Figure 1. Clock wiring as the flow saved it (run 1).
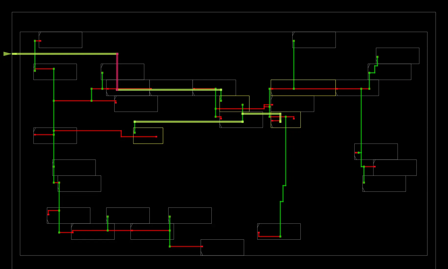
Figure 2. Wiring by layer (run 1).
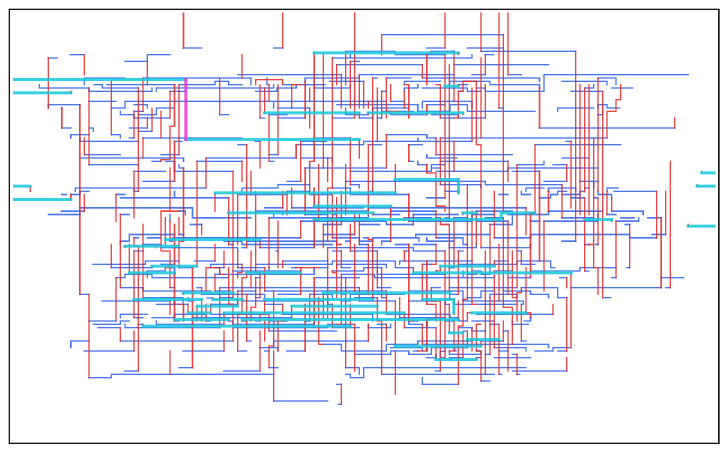
Figure 3. Met3 routing (run 1).
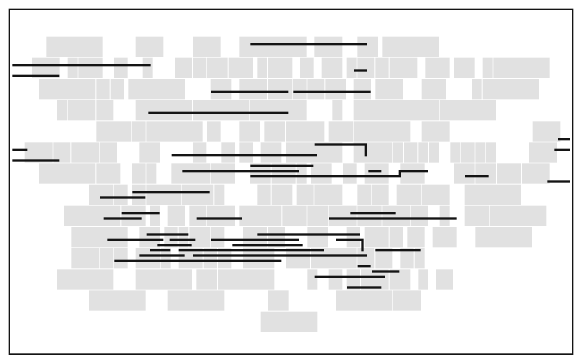
<file path="config.mk">
export PLATFORM = sky130hd
export DESIGN_NAME = pll_reset_ctrl
export DESIGN_NICKNAME = d
export VERILOG_FILES = /design/src/rtl/pll_reset_ctrl.sv
export SDC_FILE = /design/constraint.sdc
export NUM_CORES = 1
export LEC_CHECK = 0
export CAP_MARGIN = 10
export CORE_ASPECT_RATIO = 0.6
export CORE_UTILIZATION = 50
export DETAILED_ROUTE_END_ITERATION = 6
export PLACE_DENSITY = 0.81
export SYNTH_ARGS = -nofsm -noshare
export SYNTH_HDL_FRONTEND = slang
export SYNTH_SLANG_ARGS = --single-unit
</file>
<file path="constraint.sdc">
create_clock -name clk -period 2.6 [get_ports clk]
set_input_delay 0.26 -clock clk [delete_from_list [all_inputs] [get_ports clk]]
set_output_delay 0.26 -clock clk [all_outputs]
set_load 0.02 [all_outputs]
</file>
<file path="src/rtl/pll_reset_ctrl.sv">
// Purpose : reset sequencer for the PLL output clock domain. It synchronises the PLL
//           lock flag, qualifies it over a stable window, then releases a stretched reset.
// Latency : release SYNC_STAGES+LOCK_CYCLES+HOLD_CYCLES edges after locked is first sampled
//           high; a lock loss in RUN re-asserts rst_out on the 3rd edge (SYNC_STAGES=2) from the drop.
// Backpressure: none. This is a free-running control block with no handshakes.
//
// Ports:
//   clk         PLL output clock; all state changes on its rising edge
//   rst         synchronous active-high reset, highest priority in every state
//   locked      PLL lock flag, asynchronous to clk
//   rst_out     registered active-high reset for the PLL clock domain
//   ready       registered complement of rst_out
//   locked_sync last synchroniser stage (debug)
//   lost_cnt    saturating count of lock losses seen while running

module pll_reset_ctrl #(
  parameter int SYNC_STAGES = 2,
  parameter int LOCK_CYCLES = 1024,
  parameter int HOLD_CYCLES = 16
) (
  input  logic       clk,
  input  logic       rst,
  input  logic       locked,
  output logic       rst_out,
  output logic       ready,
  output logic       locked_sync,
  output logic [7:0] lost_cnt
);

  // One down-counter is shared by QUALIFY and HOLD, so it is sized for the longer window.
  localparam int MAX_CYC = (LOCK_CYCLES > HOLD_CYCLES) ? LOCK_CYCLES : HOLD_CYCLES;
  localparam int CW      = $clog2(MAX_CYC + 1);

  localparam logic [CW-1:0] LOCK_LOAD = CW'(LOCK_CYCLES - 1);
  localparam logic [CW-1:0] HOLD_LOAD = CW'(HOLD_CYCLES - 1);
  localparam logic [CW-1:0] CNT_ONE   = CW'(1);

  typedef enum logic [2:0] {
    RESET,
    WAIT_LOCK,
    QUALIFY,
    HOLD,
    RUN
  } state_t;

  state_t                 state;
  state_t                 state_nxt;
  logic [CW-1:0]          cnt;
  logic [CW-1:0]          cnt_nxt;
  logic                   lost_inc;
  logic [SYNC_STAGES-1:0] sync_q;

  assign locked_sync = sync_q[SYNC_STAGES-1];

  // Next-state logic. A low locked_sync in any timed state drops back to WAIT_LOCK.
  // The window restarts from its full length on the next rise, so there is no partial credit.
  always_comb begin
    state_nxt = state;
    cnt_nxt   = cnt;
    lost_inc  = 1'b0;
    case (state)
      RESET: begin
        cnt_nxt   = '0;
        state_nxt = WAIT_LOCK;
      end
      WAIT_LOCK: begin
        if (locked_sync) begin
          cnt_nxt   = LOCK_LOAD;
          state_nxt = QUALIFY;
        end
      end
      QUALIFY: begin
        if (!locked_sync) begin
          state_nxt = WAIT_LOCK;
        end else if (cnt == '0) begin
          cnt_nxt   = HOLD_LOAD;
          state_nxt = HOLD;
        end else begin
          cnt_nxt = cnt - CNT_ONE;
        end
      end
      HOLD: begin
        if (!locked_sync) begin
          state_nxt = WAIT_LOCK;
        end else if (cnt == '0) begin
          state_nxt = RUN;
        end else begin
          cnt_nxt = cnt - CNT_ONE;
        end
      end
      RUN: begin
        // Only a loss from RUN is a real outage of the downstream domain, so only this path counts.
        if (!locked_sync) begin
          lost_inc  = 1'b1;
          state_nxt = WAIT_LOCK;
        end
      end
      default: begin
        state_nxt = RESET;
        cnt_nxt   = '0;
      end
    endcase
  end

  // rst_out and ready are registered from the next state. They therefore change on the
  // same edge as the state transition, and lost_cnt moves on that edge too.
  always_ff @(posedge clk) begin
    if (rst) begin
      sync_q   <= '0;
      state    <= RESET;
      cnt      <= '0;
      rst_out  <= 1'b1;
      ready    <= 1'b0;
      lost_cnt <= 8'd0;
    end else begin
      sync_q  <= {sync_q[SYNC_STAGES-2:0], locked};
      state   <= state_nxt;
      cnt     <= cnt_nxt;
      rst_out <= (state_nxt != RUN);
      ready   <= (state_nxt == RUN);
      if (lost_inc && (lost_cnt != 8'hFF)) begin
        lost_cnt <= lost_cnt + 8'd1;
      end
    end
  end

endmodule

</file>
==> reports/qor.csv, run 1 <==
stage,metric,value,unit
outcome,outcome,finished clean,
synth,synth_cells,168,
clock_network,cts_resized,0,
global_routing,antenna_found_initial,0,
finish,n_antenna_cell,0,
final_timing,fin_crit,1.949,ns
floorplan,die_y,44.17,um
finish,buffers,16,
clock_network,clock_latency,0.27,ns
worst_setup_path,worst_setup_path_start_kind,flop,
synth,logic_family,AND-OR/OR-AND gates,
synth,synth.area.top_cells,"dfxtp_1 (35%), o21ai_0 (3.4%), a21oi_1 (3.0%)",
place,post_dp_cell_area,1629,um^2
synth,fa_ha_area_share,1.689,%
detailed_routing,drt_iter0_markers,198,
global_routing,grt_max_degree,17,
synth,synth-edff-count,0,
finish,regArea,520.5,um^2
synth,synthDistinctLibCells,57,
hold_path,hold_path_startpoint,sync_q[0],
finish,lay_top_count,dfxtp_1,
finish,fin_area,1700,um^2
finish,n_all_inverters,10,
final_timing,fmax,513.1,MHz
clock_network,postCtsHoldBufs,0,
pwr,power.group.top,registers,
worst_setup_path,crit_start,cnt[0],
detailed_routing,ant_nets,0,
finish,fin_util,64.29,%
place,io_buffers,13,
synth,yosysWarnings,0,
synth,ys.flop_type,dfxtp_1,
finish,fillerInstances,228,
finish,nClkBuffers,3,
global_routing,grt_pass1_vias,1194,
floorplan,ios,14,
final_timing,rsz0062_at_grt,false,
clock_network,cts_tree,built,
finish,dominant-cell-class,multi-input combinational cells,
pwr,switchingPower,206.7,uW
worst_setup_path,crit_type,reg -> reg,
place,place_ws,0.6885,ns
finish,comb_cells,122,
synth,synth-seq-cells,26,
detailed_routing,drc,0,
-- Figure 1 (at the start) --
CTS Buf Count: 3
# clock sinks: 26
registers: 26
Clock net power: 334 uW

-- Figure 2 (at the start) --
met1: in blue, wire length 1,700 um. met4: in magenta, wire length 6.10 um. met2: in red, wire length 1,390 um. met3: in cyan, wire length 366 um.
routed vias: 1,396
Routed WL: 3.464 mm
GRT Util Overall: 24.59%

-- Figure 3 (at the start) --
The layer carries 366 um of wire. 38 nets have wire on it. The layer holds 11% of the routed length. The wires run mostly horizontal.
grt met3 use: 6.150%

## run 1: sequential cells by signal, summed over array words and instances (netlist names)
register	count
cnt	11
lost_cnt	8
state	3
sync_q	2
ready	1
rst_out	1
## run 1: metal layers
metal,global-route usage (%),up-vias,routed length [um]
met5,0,-,0
met4,3.137,0,6
met3,6.150,2,365
met2,32.90,83,1388
met1,39.55,650,1703
li1,-,661,-
## run 1: worst max-delay path, stage by stage (launching register included)
cell and delay [ns]:
dfxtp_1 0.42, inv_1 0.07, ha_1 0.24, nor4b_2 0.17
buf_4 0.18, and4b_1 0.22, o21a_2 0.26, a211o_1 0.30
==> run 1 -> run 2 <==
- clock period: 2.6 -> 1.9 ns (I/O delays scaled with it)
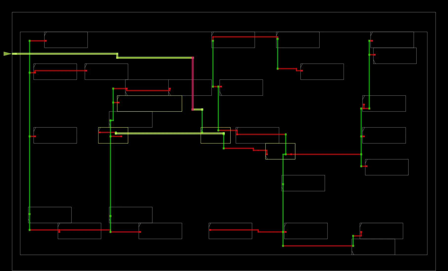
Figure 4: run 2, clock wiring as the flow saved it.
Clock net power: 457 uW
number of clock buffers in the layout: 3
Clock Skew: 0.01199 ns
clk_lat worst skew: 0.27 ns

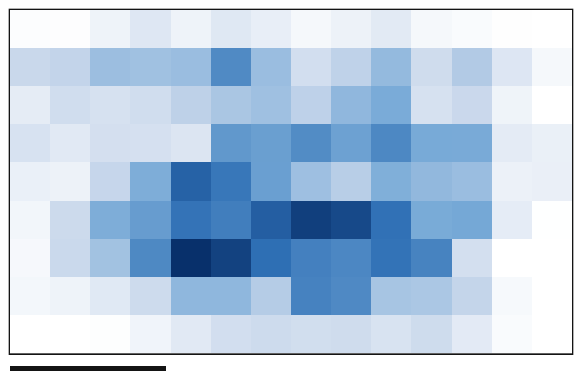
Figure 5: run 2, wiring heat map.
Scale bar: 20 um. The die is cut into 14 by 9 equal tiles; white is low, dark blue is high, scaled to the fullest tile. Values are wire area over tile area, all layers added.
The mean over all tiles is 0.20. 10% of the tiles are nearly empty. The fullest tile reaches 0.65. The emptiest ninth of the die: north-east. The densest ninth of the die: centre.

==> run 2 against run 1 <==
Net effect: routed wire length up 13%; critical endpoint is now cnt[7]; die size unchanged; clock power increased by 37%; setup slack worse by 0.57 ns; first-iteration DRC count grew 27%; critical path depth unchanged; count of clock-buffer cells in the layout is the same; maximum frequency grew 7.4%; final area is 7.3% higher; register-to-register slack got worse by 0.57 ns.
==> reports/qor.csv, run 2 <==
stage,metric,value,unit
synth,yosysTopAreaCellShare,35.14,%
synth,synth_area,1481,um^2
finish,reg.largest.list,"cnt (11), lost_cnt (8), state (3)",
finish,largest_reg_flops,11,
worst_setup_path,cp.depth,7,
worst_setup_path,worst_setup_path_start_kind,flop,
synth,top_cells_by_count,"dfxtp_1 (26), nor2_1 (11), inv_1 (10), o21ai_0 (10), a21oi_1 (9)",
worst_setup_path,worst-path-max-fanout,5,
place,post_dp_cell_area,1719,um^2
pwr,vdd.ir_drop.worst,542.9,uV
detailed_routing,vias_per_cell,6.306,
synth,synthDistinctLibCells,57,
finish,fin_util,68.97,%
final_timing,fin_ws,0.08513,ns
place,place_ws,0.06154,ns
synth,yosysWarnings,0,
synth,synth.area.top_cells,"dfxtp_1 (35%), o21ai_0 (3.4%), a21oi_1 (3.0%)",
clock_network,postCtsHoldBufs,0,
synth,synth_cells,168,
detailed_routing,drc,0,
floorplan,die_x,72.27,um
final_timing,fmax,551.0,MHz
hold_path,whs_endpoint,sync_q[1],
worst_setup_path,worstPathArrival,1.97,ns
synth,synth_top_cell_by_count,dfxtp_1,
place,io_buffers,13,
detailed_routing,via_count,1463,
worst_setup_path,worst_path_largest_cell_delay,0.35,ns
finish,n_antenna_cell,0,
hold_path,hold_path_startpoint,sync_q[0],
detailed_routing,drt-met1-wl,1.944,mm
clock_network,cts_tree,built,
finish,fin_area,1824,um^2
run,warning_count,26,
floorplan,die_y,44.17,um
place,dp_cells,226,
global_routing,busiest_layer,met1,
global_routing,grt_use_met1,39.47,%
final_timing,fin_crit,1.815,ns
detailed_routing,route.met3.wl,346,um
clock_network,path_clk_slew,0.10,ns
detailed_routing,drt_iter0_markers,251,
clock_network,cts_buffers,3,
final_timing,drv_slew,0,
clock_network,clockBufferDepth,2,
finish,top_register,cnt,
global_routing,grt_pass1_vias,1216,
global_routing,antenna_found_initial,0,
global_routing,overflow,0,
global_routing,grt.total_usage,25.05,%
floorplan,ios,14,
detailed_routing,drt_wl_total,3.912,mm
finish,final_cell_mix,"dfxtp_1 (26), buf_4 (16), clkdlybuf4s50_1 (13)",
clock_network,cts_num_sinks,26,
clock_network,cts_resized,0,
global_routing,grt.met3_usage,7.973,%
final_timing,slew_headroom,70.77,%
finish,fin_cells,232,
finish,lay_top_count,dfxtp_1,
final_timing,setup-violations-final,0,
clock_network,clock-root-buffer,clkbuf_8,
synth,yosys_cells,168,
worst_setup_path,cp-end-kind,flop,
worst_setup_path,rrSetupSlack,0.09,ns
worst_setup_path,crit_family,AND-OR/OR-AND gates,
global_routing,use_met2,33.08,%
synth,synth-seq-cells,26,
worst_setup_path,path_cells,inv_1 > ha_1 > nor4b_4 > buf_4 > a41oi_2 > a31o_1 > a211o_1,
floorplan,core,2645,um^2
worst_setup_path,crit_slowest_cell,dfxtp_1,
global_routing,grt_max_degree,16,
worst_setup_path,crit_buf_inv,2,
worst_setup_path,rr_endpoint,cnt[7],
outcome,outcome,finished clean,
pwr,p_leak,0.7456,nW
synth,synth-edff-count,0,
synth,ys.flop_type,dfxtp_1,
worst_setup_path,crit_start,cnt[1],
finish,layout.nets,198,
detailed_routing,wl_met2,1.612,mm
detailed_routing,top_layer_used,met4,
worst_setup_path,crit_type,reg -> reg,
detailed_routing,ant_nets,0,
[run 2: cell types whose count changed in the layout (fill, tap and decap cells not counted), sizes merged]
cell,change
buf,+13
clkdlybuf4s15,+1
[run 2: cell families after synthesis]
family          Yosys count  synth area share (%)
compound gates           55                 27.03
xor+xnor                  5                 2.956
simple gates             58                 25.59
flops                    26                 35.14
fa+ha+maj                 2                 1.689
mux                       2                 1.351
buf+inv                  20                 6.249
[run 2: where the power goes]
part	switching (mW)	internal, mW
sequential	0.0219	0.556
clock	0.175	0.282
combinational	0.0966	0.0805
[run 2: area by class of cell]
cell class              count  area, um^2
clock buffers               3       41.29
repair buffers             30       261.5
inverters                  10       37.54
flip-flops and latches     26       520.5
fillers                   208       820.8
well taps                  40       50.05
clock inverters             1       30.03
multi-input cells         122       883.3
Power is estimated from default activity; no workload was simulated.
